`src/rtl/serial_chunk_adder_module.sv`:
```
// ---------------------------------------------------------------------------
// serial_chunk_adder_module
//   Multi-cycle WIDTH-bit adder/subtractor. Each clock processes one CHUNK-bit
//   slice, least significant slice first. The slice is a ripple chain of
//   full-adder cells. The carry between slices is held in a register.
//   The operation is a + bx + c0, where bx = sub ? ~b : b and c0 = sub ? ~cin : cin.
//
// Parameters
//   WIDTH     operand/result width
//   CHUNK     bits per cycle; must divide WIDTH (N = WIDTH / CHUNK cycles)
//
// Ports
//   clk       rising-edge clock
//   reset     synchronous, active-high reset
//   start     request, accepted only in IDLE or DONE
//   sub       0: a+b+cin, 1: a-b-cin (latched with start)
//   a, b      operands (latched with start)
//   cin       carry-in / borrow-in (latched with start)
//   busy      high while slices are being processed
//   done      one-cycle pulse; sum/cout/overflow valid from this cycle
//   sum       result (fills slice by slice while busy)
//   cout      carry out (add) or borrow out (sub)
//   overflow  two's-complement signed overflow
// ---------------------------------------------------------------------------
module serial_chunk_adder_module #(
    parameter int WIDTH = 32,
    parameter int CHUNK = 4
) (
    input  logic             clk,
    input  logic             reset,
    input  logic             start,
    input  logic             sub,
    input  logic [WIDTH-1:0] a,
    input  logic [WIDTH-1:0] b,
    input  logic             cin,
    output logic             busy,
    output logic             done,
    output logic [WIDTH-1:0] sum,
    output logic             cout,
    output logic             overflow
);

    localparam int N  = WIDTH / CHUNK;
    localparam int CW = (N > 1) ? $clog2(N) : 1;

    typedef enum logic [1:0] {
        ST_IDLE = 2'd0,
        ST_BUSY = 2'd1,
        ST_DONE = 2'd2
    } state_t;

    state_t           state_r;
    state_t           next_state_s;
    logic [WIDTH-1:0] a_r;
    logic [WIDTH-1:0] bx_r;
    logic [WIDTH-1:0] sum_r;
    logic             carry_r;
    logic             sub_r;
    logic [CW-1:0]    cnt_r;
    logic             busy_r;
    logic             done_r;
    logic             cout_r;
    logic             ovf_r;

    logic             accept_s;
    logic             last_s;
    int               base_s;
    logic [CHUNK-1:0] slice_sum_s;
    logic [CHUNK:0]   ripple_s;

    // One full-adder cell; returns {carry_out, sum_bit}.
    function automatic logic [1:0] full_add(input logic x, input logic y, input logic ci);
        return {(x & y) | (x & ci) | (y & ci), x ^ y ^ ci};
    endfunction

    // Ripple-carry slice over the current chunk, fed by the carry register.
    always_comb begin
        base_s      = int'(cnt_r) * CHUNK;
        ripple_s    = {(CHUNK + 1){1'b0}};
        slice_sum_s = {CHUNK{1'b0}};
        ripple_s[0] = carry_r;
        for (int i = 0; i < CHUNK; i++) begin
            {ripple_s[i+1], slice_sum_s[i]} = full_add(a_r[base_s + i], bx_r[base_s + i], ripple_s[i]);
        end
    end

    assign last_s   = (cnt_r == CW'(N - 1));
    assign accept_s = start && ((state_r == ST_IDLE) || (state_r == ST_DONE));

    // Next-state decode.
    always_comb begin
        next_state_s = ST_IDLE;
        case (state_r)
            ST_IDLE: begin
                if (start) next_state_s = ST_BUSY;
                else       next_state_s = ST_IDLE;
            end
            ST_BUSY: begin
                if (last_s) next_state_s = ST_DONE;
                else        next_state_s = ST_BUSY;
            end
            ST_DONE: begin
                if (start) next_state_s = ST_BUSY;
                else       next_state_s = ST_IDLE;
            end
            default: next_state_s = ST_IDLE;
        endcase
    end

    // State, operand latches, slice accumulation and registered flags.
    always_ff @(posedge clk) begin
        if (reset) begin
            state_r <= ST_IDLE;
            a_r     <= {WIDTH{1'b0}};
            bx_r    <= {WIDTH{1'b0}};
            sum_r   <= {WIDTH{1'b0}};
            carry_r <= 1'b0;
            sub_r   <= 1'b0;
            cnt_r   <= {CW{1'b0}};
            busy_r  <= 1'b0;
            done_r  <= 1'b0;
            cout_r  <= 1'b0;
            ovf_r   <= 1'b0;
        end else begin
            state_r <= next_state_s;
            busy_r  <= (next_state_s == ST_BUSY);
            done_r  <= (next_state_s == ST_DONE);
            if (accept_s) begin
                // Subtraction is a + ~b + ~cin, so fold the inversion in once here.
                a_r     <= a;
                bx_r    <= sub ? ~b : b;
                carry_r <= sub ? ~cin : cin;
                sub_r   <= sub;
                cnt_r   <= {CW{1'b0}};
                sum_r   <= {WIDTH{1'b0}};
            end else if (state_r == ST_BUSY) begin
                sum_r[base_s +: CHUNK] <= slice_sum_s;
                carry_r                <= ripple_s[CHUNK];
                if (last_s) begin
                    // The MSB lives in the last slice, so flags are final on this edge.
                    cnt_r  <= {CW{1'b0}};
                    cout_r <= sub_r ? ~ripple_s[CHUNK] : ripple_s[CHUNK];
                    ovf_r  <= (a_r[WIDTH-1] == bx_r[WIDTH-1]) &&
                              (slice_sum_s[CHUNK-1] != a_r[WIDTH-1]);
                end else begin
                    cnt_r  <= cnt_r + CW'(1);
                end
            end
        end
    end

    assign busy     = busy_r;
    assign done     = done_r;
    assign sum      = sum_r;
    assign cout     = cout_r;
    assign overflow = ovf_r;

endmodule

```
`config.mk`:
```
export PLATFORM = sky130hd
export DESIGN_NAME = serial_chunk_adder_module
export DESIGN_NICKNAME = d
export VERILOG_FILES = /design/src/rtl/serial_chunk_adder_module.sv
export SDC_FILE = /design/constraint.sdc
export NUM_CORES = 1
export LEC_CHECK = 0
export CORE_MARGIN = 1
export CORE_UTILIZATION = 38
export DETAILED_ROUTE_END_ITERATION = 10
export PLACE_DENSITY = 0.67
export SLEW_MARGIN = 10
export SYNTH_ARGS = -nofsm -noshare
export SYNTH_HDL_FRONTEND = slang
export SYNTH_SLANG_ARGS = --single-unit
```
`constraint.sdc`:
```
create_clock -name clk -period 4.4 [get_ports clk]
set_input_delay 0.88 -clock clk [delete_from_list [all_inputs] [get_ports clk]]
set_output_delay 0.88 -clock clk [all_outputs]
set_load 0.01 [all_outputs]
```
**Run 1: track usage over the die**

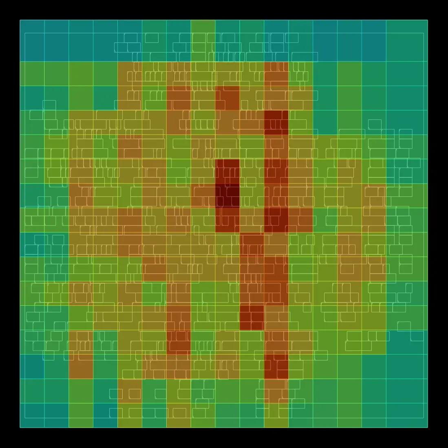
total track usage: 18.2%
met2 usage: 28.8%

**Run 1: cells coloured by class**

The bar under the picture is 20 µm long.
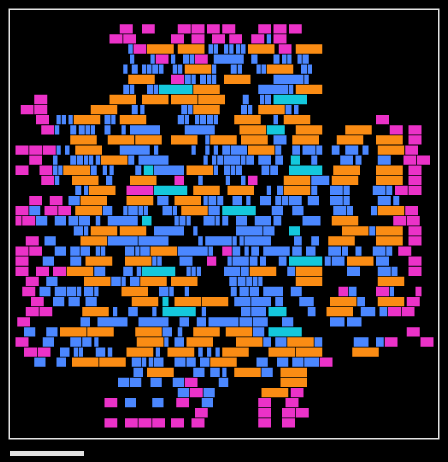
class	colour	cells	share of their area
clock drivers and dummy loads	cyan	16	4.8%
combinational and other logic	blue	361	42%
remaining buffers and delay cells	magenta	110	18%
sequential cells	orange	107	35%
Std-Cell Core Area: 12,300 µm²
final instance area: 6260 µm²
row count: 40
flop share of the area: 34.2%

==> flow_summary.toml, run 1 <==
# yosys + openroad results
[run_status]
status = "finished clean"

[clock_network]
root_buffer = "clkbuf_16"

[synthesis]
edf_count = 0
yosysSeqAreaShare_pct = 44.0
top_cell_area_share_pct = 44.0
netlist_instances = 510
synthTopLogicFamily = "simple AND/OR/NAND/NOR gates"
yosysTopAreaCell = "dfxtp_1"
simple_gate_area_share_pct = 17.6
syn_area_per_cell_um2 = 9.55
synth.distinct_cells = 44
yosys_warnings = 0
ys_cells = 510

[placed_design]
dp.final_hpwl_um = 8370
io_buffers = 104
dp_cells = 746
place_area_um2 = 5970

[critical_path]
critPathKind = "flip-flop to flip-flop"
reg2reg_slack_ps = 730
critPathRequiredTime_ps = 4690
worstPathCellList = "buf_4 > mux4_2 > nand2_1 > nand2_1 > fa_1 > inv_1 > fa_1 > fa_1 > inv_1 > fa_1 > nor4b_2 > mux2_2"
crit_fanout = 12
worstPathArrival_ps = 3950
crit_family = "adder cells"

[routing]
top_layer = "met4"
ant_nets = 0
wl_met3_um = 502
drc = 0

[final_layout]
biggestCellCategory = "logic gates"
flops = 107
logic_area_um2 = 2510
comb_share_pct = 40.1
nets = 666
buffers_excl_clock = 110
drive_gt1_share_pct = 9.43

[timing]
drv_slew = 0
setup_violations = 0
relSlewSlack_pct = 36.1
rsz0062_at_grt = "no"
tns_ps = 0
final_hold_viol_count = 0

[floorplanning]
dieArea_um2 = 13300
io_pins = 105

[power]
swShare_pct = 25.3
power_frac_comb_pct = 14.7
leakagePower_uw = 0.00234

[run]
warnings = 27

[global_route]
grt_pass1_wl_um = 18700
**Run 1: register map, names as in the netlist**

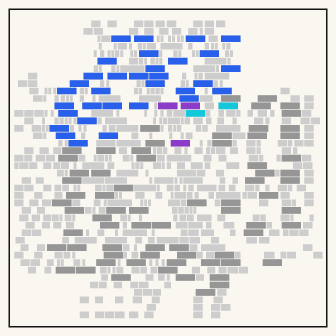
netlist name	colour	sequential cells
cnt_r	purple	3
state_r	cyan	2
a_r	blue	32
fin util: 51.1%
Seq. pwr: 1050 µW
Storage cell area: 2140 µm²

[run 1: layout by cell type (no fill, tap or decap), types with 3 or more instances in the layout]
master	n
a211oi_1	33
a21oi_1	39
a22o_1	8
and3_1	10
buf_4	5
clkbuf_16	9
clkdlybuf4s50_1	102
clkinvlp_4	3
dfxtp_1	107
fa_1	4
ha_1	4
inv_1	5
mux2_2	8
mux2i_1	20
mux4_2	16
nand2_1	86
nand3_1	20
nor2_1	35
nor2b_1	3
nor4_1	3
or3_1	3
xnor2_1	33
[run 1: power groups by stage]
| stage | logic (µW) | clock network [µW] | registers (µW) |
|---|---|---|---|
| after floorplan | 211 | 0 | 1060 |
| after global placement | 309 | 0 | 1070 |
| after detailed placement | 316 | 0 | 1070 |
| after CTS | 316 | 782 | 1050 |
| after global routing | 348 | 825 | 1060 |
| final | 314 | 771 | 1050 |
--- run 2 (diff from run 1) ---
PLACE_DENSITY = 0.69   (was 0.67)
clock period = 3.1 ns   (was 4.4 ns; I/O delays follow)
**Run 2: power grid**

Pins as bars on the die edge. Tap cells in grey.
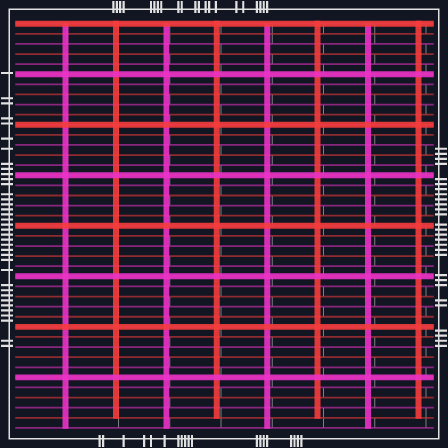
net	colour
VDD	red
VSS	magenta
met1 rails	41
met4 straps	8
rows	40
met5 straps	8
Die W: 115 µm
worst vdd ir: 251 µV
Die Span Y: 115 µm

==> run 2 against run 1 <==
The flow now finishes with violations (setup timing). Non-clock buffer count increased by 14. Sequential cell count unchanged. Power up 47%. Die size stayed put. Sequential share of layout area shrank 0.95 points. Highest routed layer unchanged. Largest power group unchanged. Cell count increased by 2.0%. Critical path depth unchanged. Via count increased by 3.7%. Wire length up 4.6%. Setup slack lost 770 ps.
==> flow_summary.toml, run 2 <==
# yosys + openroad results
[timing]
rsz0062_at_grt = "yes"
setup_slack_ps = -33.0
setup_violations = 5

[floorplanning]
num_rows = 40

[synthesis]
yosys_warnings = 0
netlist_instances = 510
yosysTopAreaCell = "dfxtp_1"
edf_count = 0
ys_cells = 510

[final_layout]
lay_top_count = "dfxtp_1"
nets = 680
buffers_excl_clock = 124
comb_share_pct = 39.8

[routing]
wl_met3_um = 718
ant_nets = 0

[run_status]
status = "finished, violations left"
violations = "setup timing"

[critical_path]
crit_family = "adder cells"
critPathRequiredTime_ps = 3390
reg2reg_slack_ps = -30
worstPathCellList = "buf_12 > mux4_2 > nand2_1 > nand2_2 > fa_2 > inv_2 > fa_2 > fa_2 > inv_2 > fa_2 > nor4b_4 > mux2_4"
critPathKind = "flip-flop to flip-flop"

[clock_network]
root_buffer = "clkbuf_16"

[run]
warnings = 29

[global_route]
track_usage_pct = 18.6
[run 2: cell counts after synthesis]
No cell type changed its count.
[run 2: through the flow]
stage               worst slack (ps)  instance area (µm²)  hold slack, ps  setup TNS, ps
global placement                22.2                 6070             442              0
global route                    -162                 6440             476           -995
detailed placement             -75.9                 6070             448           -366
finish                         -33.0                 6450             458           -110
floorplan                       4.84                 4880             433              0
CTS                            -25.0                 6420             459          -50.6
[run 2: what timing repair did]
item	in CTS	in global routing
pin swaps	3	7
hold endpoints to repair	0	0
buffers inserted	3	1
gates resized	10	7
endpoints found under the setup margin	10	12
[run 2: where the power goes]
part | switching [µW] | leakage [µW] | total [µW] | internal [µW]
combinational | 232 | 0.00140 | 484 | 252
clock | 520 | 0.000148 | 1160 | 636
sequential | 47.6 | 0.000876 | 1490 | 1450
--- run 3 (diff from run 2) ---
--- a/config.mk
+++ b/config.mk
@@ -9,5 +9,5 @@
 export CORE_UTILIZATION = 38
 export DETAILED_ROUTE_END_ITERATION = 10
-export PLACE_DENSITY = 0.69
+export PLACE_DENSITY = 0.67
 export SLEW_MARGIN = 10
 export SYNTH_ARGS = -nofsm -noshare
==> constraint.sdc (replaced) <==
create_clock -name clk -period 3.8 [get_ports clk]
set_input_delay 0.76 -clock clk [delete_from_list [all_inputs] [get_ports clk]]
set_output_delay 0.76 -clock clk [all_outputs]
set_load 0.02 [all_outputs]
**Run 3: cells coloured by class**

The bar under the picture is 20 µm long.
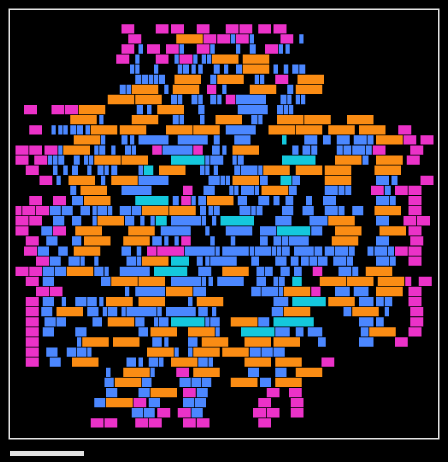
class	colour	cells	share of their area
clock drivers and dummy loads	cyan	16	5.0%
sequential cells	orange	107	35%
combinational and other logic	blue	361	41%
remaining buffers and delay cells	magenta	115	18%
fin util: 51.5%
final instance area: 6310 µm²
flop share of the area: 33.9%

==> run 3 against run 2 <==
The flow now finishes without violations. Worst hold slack worse by 3.3 ps. Die size stayed put. Global-route usage is 0.35 points lower. Cell count is 1.3% lower. Wire length is 3.1% lower. Utilization is 1.1 points lower. Maximum frequency is 6.2% lower. Non-clock buffer count is 9 lower. Sequential share of layout area is 0.69 points higher. Synthesized cell count stayed put. Area after synthesis stayed put. Sequential cell count stayed put. Critical path type unchanged. Largest cell class unchanged.
==> flow_summary.toml, run 3 <==
# yosys + openroad results
[run_status]
status = "finished clean"

[routing]
routed_via_density = 5.11
wl_met3_um = 534
ant_nets = 0

[power]
swShare_pct = 25.2
p_switching_uw = 638
power_frac_comb_pct = 14.6
clkPwrFrac_pct = 37.4
seq-power_uw = 1220
ir_worst_vdd_uv = 189
power_leader = "sequential cells"
clk-power_uw = 949
intPower_uw = 1900

[synthesis]
most_common_cell = "dfxtp_1"
ys_cells = 510
yosys_warnings = 0
yosysTopAreaCell = "dfxtp_1"
edf_count = 0
netlist_instances = 510

[floorplanning]
num_rows = 40
fp-utilization_pct = 39.7
die_w_um = 115

[clock_network]
cts_buffers = 9
post-cts-setup-buffer-count = 0
root_buffer = "clkbuf_16"
cts_resized = 0

[final_layout]
layout_top_cells = "107 x dfxtp_1, 102 x clkdlybuf4s50_1, 86 x nand2_1"
diodes = 0
comb_share_pct = 39.7
lay_top_count = "dfxtp_1"
nets = 671

[timing]
tns_ps = 0
setup_violations = 0
holdWs_ps = 455
rsz0062_at_grt = "no"

[placed_design]
place_area_um2 = 6010

[critical_path]
worstPathCellList = "mux4_2 > nand2_1 > nand2_1 > fa_1 > inv_1 > fa_1 > fa_1 > inv_1 > fa_1 > nor4b_2 > mux2_2"
critPathRequiredTime_ps = 4080
reg2reg_slack_ps = 460

[run]
warnings = 27
-- run 3: cell counts after synthesis --
Identical to the previous run, type by type.
-- run 3: worst register-to-register path, stage by stage, from the launching register on --
cell     delay (ps)
dfxtp_1         680
mux4_2          410
nand2_1          80
nand2_1          80
fa_1            390
inv_1            70
fa_1            170
fa_1            160
inv_1            50
fa_1            580
nor4b_2         380
mux2_2          230
-- run 3: metrics by stage --
step / total power, µW / cells / setup WS, ps
4_1_cts: 2550 / 767 / 428
3_5_place_dp: 1620 / 751 / 444
5_1_grt: 2650 / 767 / 265
6_report: 2540 / 767 / 460
2_1_floorplan: 1470 / 510 / 654
3_3_place_gp: 1610 / 751 / 600
Power is estimated from default activity; no workload was simulated.
